Fig. 1: run 1, supply network
Scale bar: 20 um. Pins as bars on the die edge.
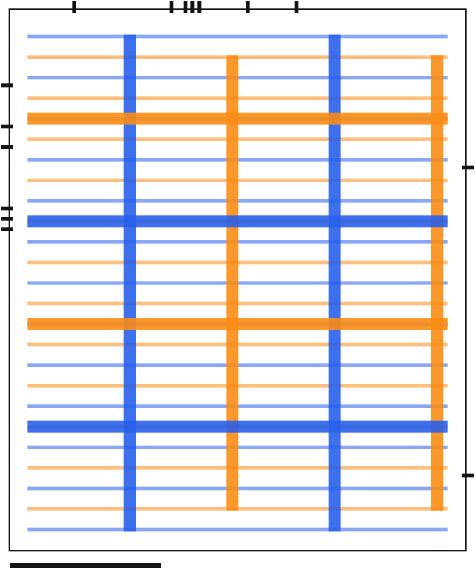
Fig. 2: run 1, cell classes on the final placement
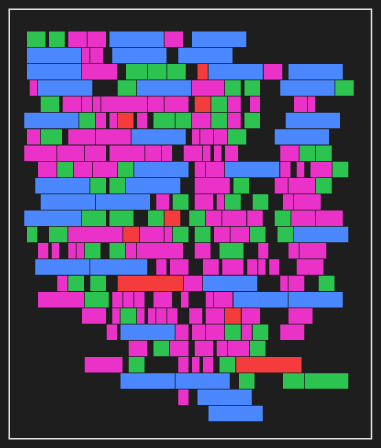
Fig. 3: run 1, clock network drawn from the DEF
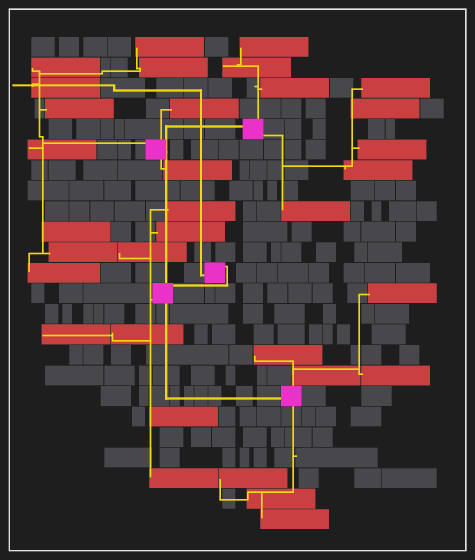
## config.mk

```make
export PLATFORM = sky130hd
export DESIGN_NAME = button_debounce
export DESIGN_NICKNAME = d
export VERILOG_FILES = /design/src/rtl/board_io_pkg.sv /design/src/rtl/sync_2ff.sv /design/src/rtl/button_debounce.sv
export SDC_FILE = /design/constraint.sdc
export NUM_CORES = 1
export LEC_CHECK = 0
export CORE_ASPECT_RATIO = 1.2
export CORE_MARGIN = 2
export CORE_UTILIZATION = 44
export CTS_BUF_LIST = sky130_fd_sc_hd__clkbuf_4
export CTS_CLUSTER_DIAMETER = 200
export CTS_CLUSTER_SIZE = 16
export DETAILED_ROUTE_END_ITERATION = 7
export PLACE_DENSITY = 0.74
export SLEW_MARGIN = 5
export SYNTH_ARGS = -nofsm -noshare
export SYNTH_HDL_FRONTEND = slang
export SYNTH_SLANG_ARGS = --single-unit
```

## constraint.sdc

```tcl
create_clock -name clk_12mhz -period 1.8 [get_ports clk_12mhz]
set_clock_uncertainty 0.1 [all_clocks]
set_input_delay 0.54 -clock clk_12mhz [delete_from_list [all_inputs] [get_ports clk_12mhz]]
set_output_delay 0.54 -clock clk_12mhz [all_outputs]
set_load 0.02 [all_outputs]
```

## src/rtl/board_io_pkg.sv

```systemverilog
// Shared types and board timing constants for 12 MHz board I/O blocks.
package board_io_pkg;

  typedef enum logic [1:0] {
    IDLE         = 2'd0,
    PRESS_WAIT   = 2'd1,
    PRESSED      = 2'd2,
    RELEASE_WAIT = 2'd3
  } btn_state_t;

  localparam int DEBOUNCE_20MS_12MHZ = 240000;
  localparam int LONG_1S_12MHZ       = 12000000;

  // Bits needed for a counter that must reach max_count.
  function automatic int cnt_width(input int max_count);
    return $clog2(max_count + 1);
  endfunction

endpackage

```

## src/rtl/sync_2ff.sv

```systemverilog
// 1-bit two-flop synchroniser for asynchronous board inputs; resets to 0.
module sync_2ff (
  input  logic clk_12mhz,
  input  logic rst_n,
  input  logic i_async,
  output logic o_sync
);

  logic r_meta;
  logic r_sync;

  always_ff @(posedge clk_12mhz or negedge rst_n) begin
    if (!rst_n) begin
      r_meta <= 1'b0;
      r_sync <= 1'b0;
    end else begin
      r_meta <= i_async;
      r_sync <= r_meta;
    end
  end

  assign o_sync = r_sync;

endmodule

```

## src/rtl/button_debounce.sv

```systemverilog
// Push-button synchroniser + debounce FSM with press/release/long-press pulses.
// Long-press detection is built only when BUTTON_DEBOUNCE_LONG_PRESS_EN is defined.
module button_debounce
  import board_io_pkg::*;
#(
  parameter int DEBOUNCE_CYCLES = DEBOUNCE_20MS_12MHZ,
  parameter int LONG_CYCLES     = LONG_1S_12MHZ
) (
  input  logic       clk_12mhz,
  input  logic       rst_n,
  input  logic       btn_raw,
  output logic       btn_level,
  output logic       press_pulse,
  output logic       release_pulse,
  output logic       long_pulse,
  output logic [7:0] press_count
);

`ifdef BUTTON_DEBOUNCE_LONG_PRESS_EN
  localparam int CNT_W = cnt_width(LONG_CYCLES);
`else
  localparam int CNT_W = cnt_width(DEBOUNCE_CYCLES);
`endif

  localparam logic [CNT_W-1:0] DEB_LAST = CNT_W'(DEBOUNCE_CYCLES - 1);

  generate
    if (DEBOUNCE_CYCLES < 2 || LONG_CYCLES <= DEBOUNCE_CYCLES) begin : g_bad_params
      $error("button_debounce: need DEBOUNCE_CYCLES >= 2 and LONG_CYCLES > DEBOUNCE_CYCLES");
    end
  endgenerate

  logic             w_btn_sync;
  btn_state_t       r_state;
  logic [CNT_W-1:0] r_cnt;
  logic             r_level;
  logic             r_press;
  logic             r_release;
  logic [7:0]       r_count;
`ifdef BUTTON_DEBOUNCE_LONG_PRESS_EN
  localparam logic [CNT_W-1:0] LONG_LAST = CNT_W'(LONG_CYCLES - 1);
  logic             r_long;
  logic             r_long_fired;
`endif

  sync_2ff u_sync (
    .clk_12mhz (clk_12mhz),
    .rst_n     (rst_n),
    .i_async   (btn_raw),
    .o_sync    (w_btn_sync)
  );

  always_ff @(posedge clk_12mhz or negedge rst_n) begin
    if (!rst_n) begin
      r_state   <= IDLE;
      r_cnt     <= '0;
      r_level   <= 1'b0;
      r_press   <= 1'b0;
      r_release <= 1'b0;
      r_count   <= 8'h00;
`ifdef BUTTON_DEBOUNCE_LONG_PRESS_EN
      r_long       <= 1'b0;
      r_long_fired <= 1'b0;
`endif
    end else begin
      r_press   <= 1'b0;
      r_release <= 1'b0;
`ifdef BUTTON_DEBOUNCE_LONG_PRESS_EN
      r_long    <= 1'b0;
`endif
      case (r_state)
        IDLE: begin
          if (w_btn_sync) begin
            r_state <= PRESS_WAIT;
            r_cnt   <= '0;
          end
        end
        PRESS_WAIT: begin
          if (!w_btn_sync) begin
            r_state <= IDLE;
            r_cnt   <= '0;
          end else if (r_cnt == DEB_LAST) begin
            r_state <= PRESSED;
            r_level <= 1'b1;
            r_press <= 1'b1;
            r_count <= r_count + 8'd1;
            r_cnt   <= '0;
`ifdef BUTTON_DEBOUNCE_LONG_PRESS_EN
            r_long_fired <= 1'b0;
`endif
          end else begin
            r_cnt <= r_cnt + CNT_W'(1);
          end
        end
        PRESSED: begin
          if (!w_btn_sync) begin
            r_state <= RELEASE_WAIT;
            r_cnt   <= '0;
          end else begin
`ifdef BUTTON_DEBOUNCE_LONG_PRESS_EN
            // Counter parks at LONG_LAST once fired so only one pulse per press.
            if (!r_long_fired) begin
              if (r_cnt == LONG_LAST) begin
                r_long       <= 1'b1;
                r_long_fired <= 1'b1;
              end else begin
                r_cnt <= r_cnt + CNT_W'(1);
              end
            end
`else
            r_cnt <= '0;
`endif
          end
        end
        RELEASE_WAIT: begin
          if (w_btn_sync) begin
            r_state <= PRESSED;
            r_cnt   <= '0;
          end else if (r_cnt == DEB_LAST) begin
            r_state   <= IDLE;
            r_level   <= 1'b0;
            r_release <= 1'b1;
            r_cnt     <= '0;
          end else begin
            r_cnt <= r_cnt + CNT_W'(1);
          end
        end
        default: begin
          r_state <= IDLE;
          r_cnt   <= '0;
        end
      endcase
    end
  end

  assign btn_level     = r_level;
  assign press_pulse   = r_press;
  assign release_pulse = r_release;
  assign press_count   = r_count;
`ifdef BUTTON_DEBOUNCE_LONG_PRESS_EN
  assign long_pulse    = r_long;
`else
  assign long_pulse    = 1'b0;
`endif

endmodule

```

==> commit_impl_results.txt, run 1 <==
Update PnR metrics after Yosys + OpenROAD run

- Failing checks: negative setup slack
- IR Drop Worst-Case VDD: 410 uV
* Top FF cell, synth: sky130_fd_sc_hd__dfrtp_1
* Biggest combinational cell group after synthesis: simple AND/OR/NAND/NOR gates
* Worst hold path startpoint: u_sync.r_meta
- Clock tree from TritonCTS: done
* Number of buffers inserted during clock tree synthesis: 5
* DR pass1 iterations: 4
- The report lists the power per cell area as 626 nW/um2.
- Crit path max fanout: 8
- Worst reg-to-reg path cell count: 6
- Overall global routing resource usage: 21.3%
- Per the post-place timing report, worst setup slack is -0.0656 ns.
- Total number of vias: 1,525
- Total nets after synthesis: 166
- Aoi/oai-family share of the synthesized area: 10.9%
- Starting DRC count in detailed routing: 49
- After layout, the worst setup slack is -0.0627 ns.
* Met2 capacity usage during global routing: 37.6%
- The global routing report lists met1 layer usage as 23.9%.
- After synthesis, the netlist uses 43 different library cells.
- After layout, the minimum clock period comes to 1.86 ns.
* Sequential share of power: 49.2%
- Termination of the worst setup path: press_count[7]
* Biggest area contributors in the synthesized netlist: sky130_fd_sc_hd__dfrtp_1 (49%), sky130_fd_sc_hd__xnor2_1 (4.2%), sky130_fd_sc_hd__xor2_1 (3.7%), sky130_fd_sc_hd__nand2_1 (3.1%), sky130_fd_sc_hd__nor4_1 (2.6%)
* Sequential logic power: 756 uW
- Htree depth: 2
* Die Area: 4310 um2
- NetSw: 319 uW
- Setup-failing EPs final: 6
* Highest-utilization routing layer at the global route stage: met2
* Syn Inst Count: 161
- The internal portion of the total power is 1220 uW.
- The via count of the first global-routing pass came to 1,549.
- Footprint of the multi-input gates: 957 um2
- The synthesis run shows the most used standard cells to be sky130_fd_sc_hd__dfrtp_1 (33), sky130_fd_sc_hd__nand2_1 (14).
- Fraction of layout instances using a drive strength above 1: 38.3%
- Highest attainable clock frequency: 0.537 GHz
- Count of flip-flops with a built-in enable after synthesis: 0
- Outcome: finished, violations left
* Fraction of post-synthesis cell area in the top cell type by area: 49.4%
- Combinational cell fraction of total power: 6.1%
* Final hold viol count: 0
- Area delta synth->final: 46.9%
- Xor/xnor share of the synthesized area: 7.86%
- The top cell type in the final layout, fill and taps aside, is sky130_fd_sc_hd__buf_4.
* Period utilisation layout: 103%
* Routability cong.: 0.908
Notes on Fig. 1 above:
Key: orange = VDD; blue = VSS
25 met1 rails follow the rows. 4 straps on met5. 4 straps on met4. 15 signal pins sit on the boundary. The core has 24 rows.
horizontal extent of the die: 60.3 um
Die Ht: 71.5 um

Notes on Fig. 2 above:
Key: red = clock drivers and dummy loads [cells 8, share of their area 4.3%]; blue = sequential cells [cells 33, share of their area 35%]; magenta = combinational and other logic [cells 123, share of their area 41%]; green = remaining buffers and delay cells [cells 58, share of their area 20%]

Notes on Fig. 3 above:
Key: magenta = clock drivers [count 5]; red = flip-flops [count 33]; yellow = clock wires [length 386 um]
There are 6 routed clock nets. Position of the flops: all over the die.
power consumed by the clock network: 688 uW
Clock Power Share: 44.8%
insertion delay to the later sink of the worst-skew pair: 0.34 ns

-- run 1: per-stage QoR --
step                instance area, um2  setup TNS [ns]  power (uW)  hold slack, ns  cells
global route                      2460           -1.29        1580           0.299    274
detailed placement                2160          -0.168         851           0.243    260
finish                            2460          -0.225        1540           0.281    274
CTS                               2310          -0.262        1540           0.273    271
global placement                  2160               0         849           0.233    260
floorplan                         1690         -0.0621         801           0.144    161
-- run 1: layer usage --
layer	vias to the layer above	share of wire [%]
li1	711	-
met1	777	37
met2	27	57
met3	10	3.3
met4	0	2.3
met5	-	0
-- run 1: what timing repair did --
item,CTS,global route
pin swaps,1,17
buffers inserted,2,4
cloned,1,0
gates resized,18,30
setup endpoints to repair,17,32
hold buffers,0,0
-- run 1: cells by family after synthesis --
logic type,after synthesis
AOI/OAI and AO/OA,28
DFF,33
and+or+nand+nor,68
other,1
muxes,2
xor gates and xnor gates,15
buffers and inverters,12
adders and majority gates,2
-- run 1: worst max-delay path, cell delays in order, from the launching register on --
cell and delay, ns:
sky130_fd_sc_hd__dfrtp_1 0.39, sky130_fd_sc_hd__nor4bb_1 0.28, sky130_fd_sc_hd__buf_4 0.17, sky130_fd_sc_hd__nand4_1 0.15, sky130_fd_sc_hd__buf_6 0.20, sky130_fd_sc_hd__nor4_2 0.29
sky130_fd_sc_hd__xor2_1 0.20
-- run 1: layout make-up --
class                      count  area share, %
multi-input combinational    117           39.0
sequential                    33           33.7
timing repair buffer          58           19.6
clock inverter                 3           2.65
tap                           52           2.65
clock buffer                   5           1.53
inverter                       6          0.917
-- run 1: registers in the layout, indices dropped and copies added, names as in the netlist, named ones only --
register       cells
r_cnt             18
press_count        8
btn_level          1
press_pulse        1
r_state            1
release_pulse      1
u_sync.o_sync      1
u_sync.r_meta      1
==> inputs of run 2 (changes only) <==
==> constraint.sdc (replaced) <==
create_clock -name clk_12mhz -period 1.8 [get_ports clk_12mhz]
set_clock_uncertainty 0.1 [all_clocks]
set_input_delay 0.45 -clock clk_12mhz [delete_from_list [all_inputs] [get_ports clk_12mhz]]
set_output_delay 0.45 -clock clk_12mhz [all_outputs]
set_load 0.02 [all_outputs]
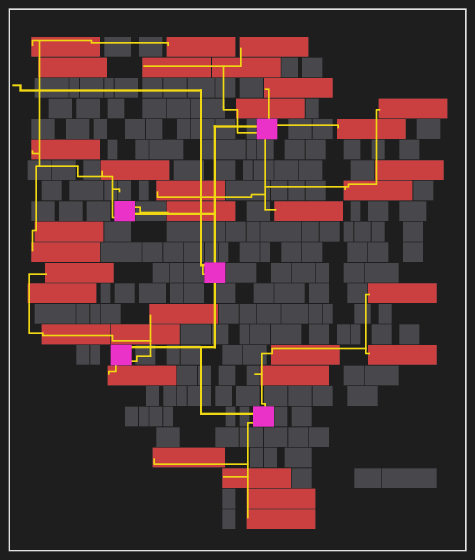
Fig. 4. Clock network drawn from the DEF (run 2).
Key: magenta = clock drivers [count 5]; red = flip-flops [count 33]; yellow = clock wires [length 408 um]
Position of the flops: all over the die. There are 6 routed clock nets.

==> commit_impl_results.txt, run 2 <==
Update PnR metrics after Yosys + OpenROAD run

* Outcome: finished, violations left
* Failing checks: negative setup slack
- The setup path with the least slack is of type register to register.
- Area of all placed cells without fillers: 2300 um2
* Power consumed by the clock network: 413 uW
- The tool flagged a number of max-cap violations equal to 0.
* Setup repair bufs after CTS: 4
- Top cell excl fill/tap: sky130_fd_sc_hd__buf_4
* Htree depth: 2
- Leading post-synthesis cells by instance count: sky130_fd_sc_hd__dfrtp_1 (33), sky130_fd_sc_hd__nand2_1 (14)
* Internal power: 931 uW
- In this run, the clock network consumes 32.9% of the power.
- Number of standard cells in the final layout excluding fillers: 272
- In this run, placement finished with an instance count of 258.
- Sequential share of power: 60.1%
- Starting DRC count in detailed routing: 96
- Hold buffer count at CTS: 0
- Ranked by total cell area, the synthesized netlist is headed by sky130_fd_sc_hd__dfrtp_1 (49%), sky130_fd_sc_hd__xnor2_1 (4.2%), sky130_fd_sc_hd__xor2_1 (3.7%), sky130_fd_sc_hd__nand2_1 (3.1%), sky130_fd_sc_hd__nor4_1 (2.6%).
- Syn Inst Count: 161
- Distinct cell type count after synthesis: 43
* Final setup margin: -0.0120 ns
* Clock tree from TritonCTS: done
* Fraction of layout instances using a drive strength above 1: 33.6%
* IR Drop Worst-Case VDD: 445 uV
- Horizontal extent of the die: 60.3 um
- Total number of vias: 1,478
- Per the timing report, the biggest fanout along the worst path comes to 9.
- Die Ht: 71.5 um
- Setup-failing EPs final: 2
- Looking at hold timing, the worst path starts from u_sync.r_meta.
* Area delta synth->final: 37.8%
- Routability cong.: 0.909
* Footprint of the multi-input gates: 863 um2
- The synthesized design contains 0 enable-type register cells.
- The most critical min-delay path falls under register to register.
* DP Area: 2150 um2
* Count of clock tree sinks: 33
- Overall global routing resource usage: 20.1%
- Combinational cell fraction of total power: 7.0%
- Buffers inserted during clock tree synthesis total 5.
* Minimum clock period after layout: 1.81 ns
- Synthesis produced a netlist with a net count of 166.
- Top FF cell, synth: sky130_fd_sc_hd__dfrtp_1
- The worst register-to-register path depth is 4.
- Setup slack on the worst path after placement came out at -0.0803 ns.
- Fin Hold WS: 0.262 ns
- The analysis attributes to net switching a power of 322 uW.
- The via count of the first global-routing pass is 1,521.
- Counting flops per register, the top entry is r_cnt.
- The register with the most flip-flops in the layout has 18 of them.
-- run 2: cell counts after synthesis --
Identical to the previous run, type by type.
-- run 2: how the worst min path moves through the flow --
stage                            endpoint  slack (ns)
5_1_grt                     u_sync.o_sync        0.29
6_report                    u_sync.o_sync        0.26
2_1_floorplan  asynchronous set/reset pin        0.05
4_1_cts                     u_sync.o_sync        0.26
3_5_place_dp                u_sync.o_sync        0.24
3_3_place_gp                u_sync.o_sync        0.23
-- run 2: cells by family after synthesis --
| kind of cell | share of synthesized area (%) |
|---|---|
| other cells | 0.224 |
| compound gates | 10.9 |
| fa+ha+maj | 1.50 |
| mux | 1.35 |
| buf+inv | 3.67 |
| simple gates | 25.1 |
| xor+xnor | 7.86 |
| flops | 49.4 |
-- run 2: cell type report --
cell class,count,share of cell area (%)
clock buffers,5,1.63
clock inverters,3,0.760
inverters,6,0.978
multi-input cells,116,37.5
flip-flops and latches,33,35.9
well taps,52,2.82
repair buffers,57,20.4
-- run 2: worst max-delay path, stage by stage, from the launching register on --
cell and delay (ns):
sky130_fd_sc_hd__dfrtp_1 0.38, sky130_fd_sc_hd__nand4b_1 0.18, sky130_fd_sc_hd__or3_4 0.51, sky130_fd_sc_hd__nor3_4 0.23, sky130_fd_sc_hd__mux2_4 0.32
-- run 2: layer usage --
layer | wire (um) | global-route usage, % | vias up | part of all wire (%)
li1 | - | - | 708 | -
met1 | 1650 | 23.1 | 728 | 41
met2 | 2190 | 35.1 | 32 | 54
met3 | 134 | 4.15 | 10 | 3.3
met4 | 75 | 8.40 | 0 | 1.9
met5 | 0 | 0 | - | 0
-- run 2: stage by stage --
step                setup TNS (ns)  power [uW]
floorplan                  -0.0621         801
global placement                 0         849
detailed placement          -0.163         851
CTS                        -0.0492        1270
global route                -0.608        1300
finish                     -0.0168        1250
Power is estimated from default activity; no workload was simulated.
